**Run 1: clock network drawn from the DEF**

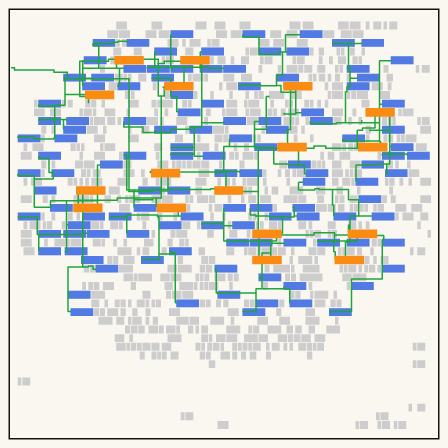
**Run 1: pin map**

Pins as bars across the die edge, other pins in grey.
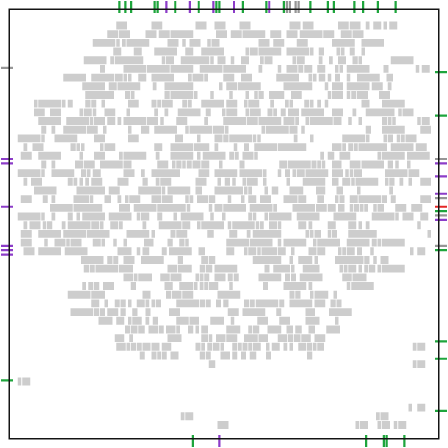
**Run 1: routed metal, one colour a layer**

Only two layers are drawn.
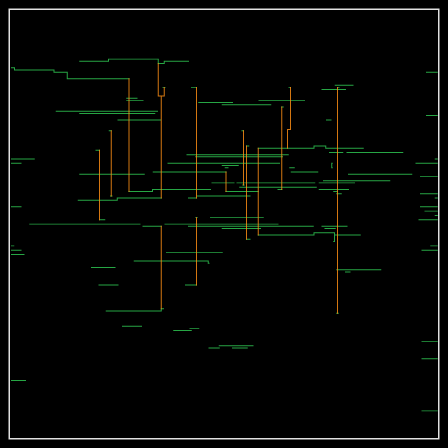
==> config.mk <==
export PLATFORM = sky130hd
export DESIGN_NAME = peripheral_div_flat
export DESIGN_NICKNAME = d
export VERILOG_FILES = /design/src/rtl/peripheral_div_if.sv /design/src/rtl/peripheral_div.sv /design/src/flat_wrapper.sv
export SDC_FILE = /design/constraint.sdc
export NUM_CORES = 1
export LEC_CHECK = 0
export ABC_CLOCK_PERIOD_IN_PS = 8200
export CORE_MARGIN = 2
export CORE_UTILIZATION = 35
export DETAILED_ROUTE_END_ITERATION = 10
export GPL_TIMING_DRIVEN = 0
export SLEW_MARGIN = 15
export SYNTH_ARGS = -nofsm -noshare
export SYNTH_HDL_FRONTEND = slang
export SYNTH_SLANG_ARGS = --single-unit
==> constraint.sdc <==
create_clock -name clk -period 8.2 [get_ports clk]
set_input_delay 2.05 -clock clk [delete_from_list [all_inputs] [get_ports clk]]
set_output_delay 2.05 -clock clk [all_outputs]
set_load 0.02 [all_outputs]
==> commit_impl_results.txt, run 1 <==
Add synthesis and place-and-route results

- Summing the areas of all xor and xnor instances in the mapped netlist gives 2.07% of the synthesized area.
- Met3 capacity usage during global routing: 4.31%
- In the final timing run, aggregate negative setup slack is 0 ns.
- The initial antenna violation count was 0.
* Maximum buffer depth of the clock tree: 2
- The initialized floorplan defines 47 standard-cell rows.
- Once detailed placement completed, the half-perimeter wirelength came to 13,000 um.
- Synthesized-area fraction occupied by ao, oa, aoi and oai cells: 19.7%
* Async set-reset flop share out of synthesis: 0%
* GR Util met2: 31.5%
* Primary flip-flop cell chosen by synthesis mapping: sky130_fd_sc_hd__dfxtp_1
- Setup slack closes at 3.56 ns.
* Relative slew margins: 35.2%
* Result of the run: complete, no violations
- The flow measured a signed area growth from synthesis to layout of 21.3%.
* Antenna Cells: 0
- # clock sinks: 119
- On the critical path the data arrives at 4.98 ns.
* Post-route fraction of the period consumed by the critical path: 56.6%
- TritonCTS built the clock tree.
- Clock root buffer master: sky130_fd_sc_hd__clkbuf_16
- Cells taking the most area after synthesis: sky130_fd_sc_hd__dfxtp_1 40%, sky130_fd_sc_hd__mux2i_1 10%, sky130_fd_sc_hd__nor2_1 6.5%
* Avg Vias per Cell: 5.25
Back to the opening pictures, 'clock network drawn from the DEF':
legend:
  orange:
    item: cells driving clock nets
    count: 17
  blue:
    item: flip-flops
    count: 119
  green:
    item: clock wires
    length: 1,610 um
routed clock nets: 18
worst skew pair latency: 0.42 ns
Post-Route Skew: 0.00810 ns
total clock network power: 674 uW
part of the power in the clock network: 50.6%

Back to the opening pictures, 'pin map':
legend:
  purple:
    port: bus_d_in
    pins: 16
    direction: input
    edge: 6 left, 5 top, 4 right, 1 bottom
  green:
    port: bus_d_out
    pins: 32
    direction: output
    edge: 19 top, 7 right, 5 bottom, 1 left
  red:
    port: bus_cs
    pins: 1
    direction: input
    edge: right
all pins by edge: 28 top, 16 right, 8 left, 6 bottom
Port-buffer cells: 39
die boundary width: 134 um
die height: 134 um

Back to the opening pictures, 'routed metal, one colour a layer':
legend:
  green:
    layer: met3
    wire_length: 1,030 um
  orange:
    layer: met4
    wire_length: 402 um
aggregate routed wire length: 17,700 um
Tot GR Track Use: 20.4%
Routed wire per std cell: 17.4 um
number of vias after detailed routing: 5,329

==> run 1: kinds of logic after synthesis <==
group / Yosys count
compound gates: 182
xor+xnor: 14
fa+ha+maj: 18
buf+inv: 88
flops: 119
mux: 62
other cells: 1
simple gates: 227
==> run 1: layer usage <==
layer  share of wire (%)  up-vias  wire, um
li1                    -     2612         -
met1                  47     2518      8220
met2                  45      167      8010
met3                 5.8       32      1030
met4                 2.3        0       401
met5                   0        -         0
==> run 1: cell type report <==
type,instances,area (sq um)
inverters,25,93.8
multi-input cells,519,3190
fillers,1673,9410
clock buffers,23,488
flip-flops and latches,119,2380
repair buffers,39,390
clock inverters,8,48.8
plain buffers,63,310
well taps,220,275
==> run 1: stage by stage <==
stage	instance area (sq um)	hold WS, ns
after global routing	7180	0.466
after CTS	7180	0.455
final	7180	0.456
after floorplan	5980	0.436
after detailed placement	6640	0.448
after global placement	6640	0.443
==> run 1: critical path, cell delays in order <==
cell	delay, ns
sky130_fd_sc_hd__clkdlybuf4s50_1	0.49
sky130_fd_sc_hd__or4_1	0.54
sky130_fd_sc_hd__clkbuf_1	0.25
sky130_fd_sc_hd__nor3_1	0.84
sky130_fd_sc_hd__clkbuf_1	0.54
sky130_fd_sc_hd__nand2_1	0.13
sky130_fd_sc_hd__a21oi_1	0.15
==> run 1: power groups by stage <==
stage	sequential (uW)	combinational [uW]	clock, uW
2_1_floorplan	593	47.0	0
3_3_place_gp	594	75.6	0
3_5_place_dp	594	75.6	0
4_1_cts	581	76.0	681
5_1_grt	581	82.7	712
6_report	581	76.9	674
==> run 1 -> run 2 <==
ABC_CLOCK_PERIOD_IN_PS = 4500   (was 8200)
clock period = 4.5 ns   (was 8.2 ns; I/O delays follow)
**Run 2: pin map**

Pins as bars across the die edge, other pins in grey.
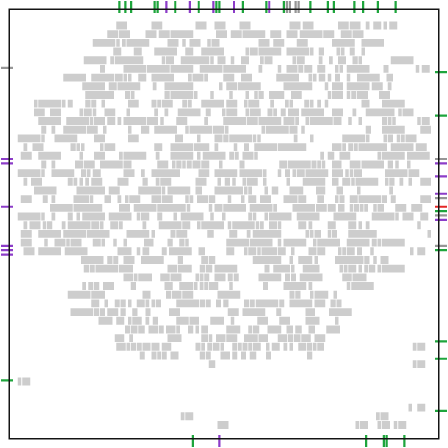
legend:
  green:
    port: bus_d_out
    pins: 32
    direction: output
    edge: 19 top, 7 right, 5 bottom, 1 left
  purple:
    port: bus_d_in
    pins: 16
    direction: input
    edge: 6 left, 5 top, 4 right, 1 bottom
  red:
    port: bus_cs
    pins: 1
    direction: input
    edge: right
all pins by edge: 28 top, 16 right, 8 left, 6 bottom

==> run 2 against run 1 <==
Net effect: non-clock buffer count stayed put; setup slack lost 2.8 ns; final cell count unchanged; flip-flop count unchanged; power is 82% higher; sequential share of layout area stayed put; global-route usage stayed put; largest power group unchanged.
==> commit_impl_results.txt, run 2 <==
Add synthesis and place-and-route results

- Cells taking the most area after synthesis: sky130_fd_sc_hd__dfxtp_1 40%, sky130_fd_sc_hd__mux2i_1 10%, sky130_fd_sc_hd__nor2_1 6.5%
* Die height: 134 um
* Antenna Cells: 0
- Detailed routing inserted a total of 5,329 vias.
- Looking at the clock tree report, the maximum root-to-sink buffer count equals 2.
- Clock root buffer master: sky130_fd_sc_hd__clkbuf_16
* # clock sinks: 119
- As logged by OpenROAD, the buffers inserted on ports number 39.
- The post-placement cell area is 0.00664 sq mm.
- Result of the run: complete, no violations
- CTS tree: built
* Maximum number of pins on one net before global-route repair: 17
- Routed wire per std cell: 17.4 um
- Relative slew margins: 35.2%
- The initial antenna violation count came to 0.
- With fillers left out, the area of the finished cells amounts to 0.00718 sq mm.
- In this run the core area contains 47 standard-cell rows.
* Setup tns final: 0 ns
* Die boundary width: 134 um
- The HPWL after detailed placement is 13,000 um.
- Between the synthesized netlist and the finished layout, the area growth was recorded as 21.3%.
* Post-route fraction of the period consumed by the critical path: 82.6%
* Tot GR Track Use: 20.4%
- Async set-reset flop share out of synthesis: 0%
## run 2: cell counts in the layout (fill, tap and decap cells not counted)
No cell type changed its count.
## run 2: final cells by class
type | instances | area, sq um
Clock buffer | 23 | 488
Fill cell | 1673 | 9410
Tap cell | 220 | 275
Clock inverter | 8 | 48.8
Multi-Input combinational cell | 519 | 3190
Sequential cell | 119 | 2380
Timing Repair Buffer | 39 | 390
Inverter | 25 | 93.8
Buffer | 63 | 310
## run 2: critical path, stage by stage
cell and delay [ns]:
sky130_fd_sc_hd__clkdlybuf4s50_1 0.49, sky130_fd_sc_hd__or4_1 0.54, sky130_fd_sc_hd__clkbuf_1 0.25, sky130_fd_sc_hd__nor3_1 0.84, sky130_fd_sc_hd__clkbuf_1 0.54, sky130_fd_sc_hd__nand2_1 0.13
sky130_fd_sc_hd__a21oi_1 0.15
## run 2: through the flow
stage          std cells  hold WS (ns)  worst slack, ns  util, %
2_1_floorplan        726         0.436             1.58        -
3_3_place_gp         985         0.443            0.422     40.0
3_5_place_dp         985         0.448            0.434     40.0
4_1_cts             1016         0.455            0.835     43.3
5_1_grt             1016         0.466            0.608     43.3
6_report            1016         0.456            0.781     43.3
## run 2: kinds of logic (layout without fill, tap and decap cells)
logic type / count (synthesis) / in the layout / share of synthesized area (%)
simple gates: 227 / 227 / 16.5
compound gates: 182 / 182 / 19.7
flops: 119 / 119 / 40.2
buf+inv: 88 / 158 / 6.83
mux: 62 / 62 / 10.7
fa+ha+maj: 18 / 18 / 3.93
xor+xnor: 14 / 14 / 2.07
other cells: 1 / 16 / 0.0634
## run 2: per-layer routing
metal	up-vias	global-route usage [%]	part of all wire [%]	wire, um
li1	2612	-	-	-
met4	0	6.20	2.3	401
met3	32	4.31	5.8	1030
met1	2518	28.7	47	8220
met2	167	31.5	45	8010
met5	-	0	0	0
## run 2: where the power goes
part           internal [uW]  leakage (uW)  switching, uW
sequential              1060      0.000958           2.46
combinational           54.4       0.00136           85.8
clock                    753      0.000265            476
total                   1860       0.00258            564
Power is estimated from default activity; no workload was simulated.
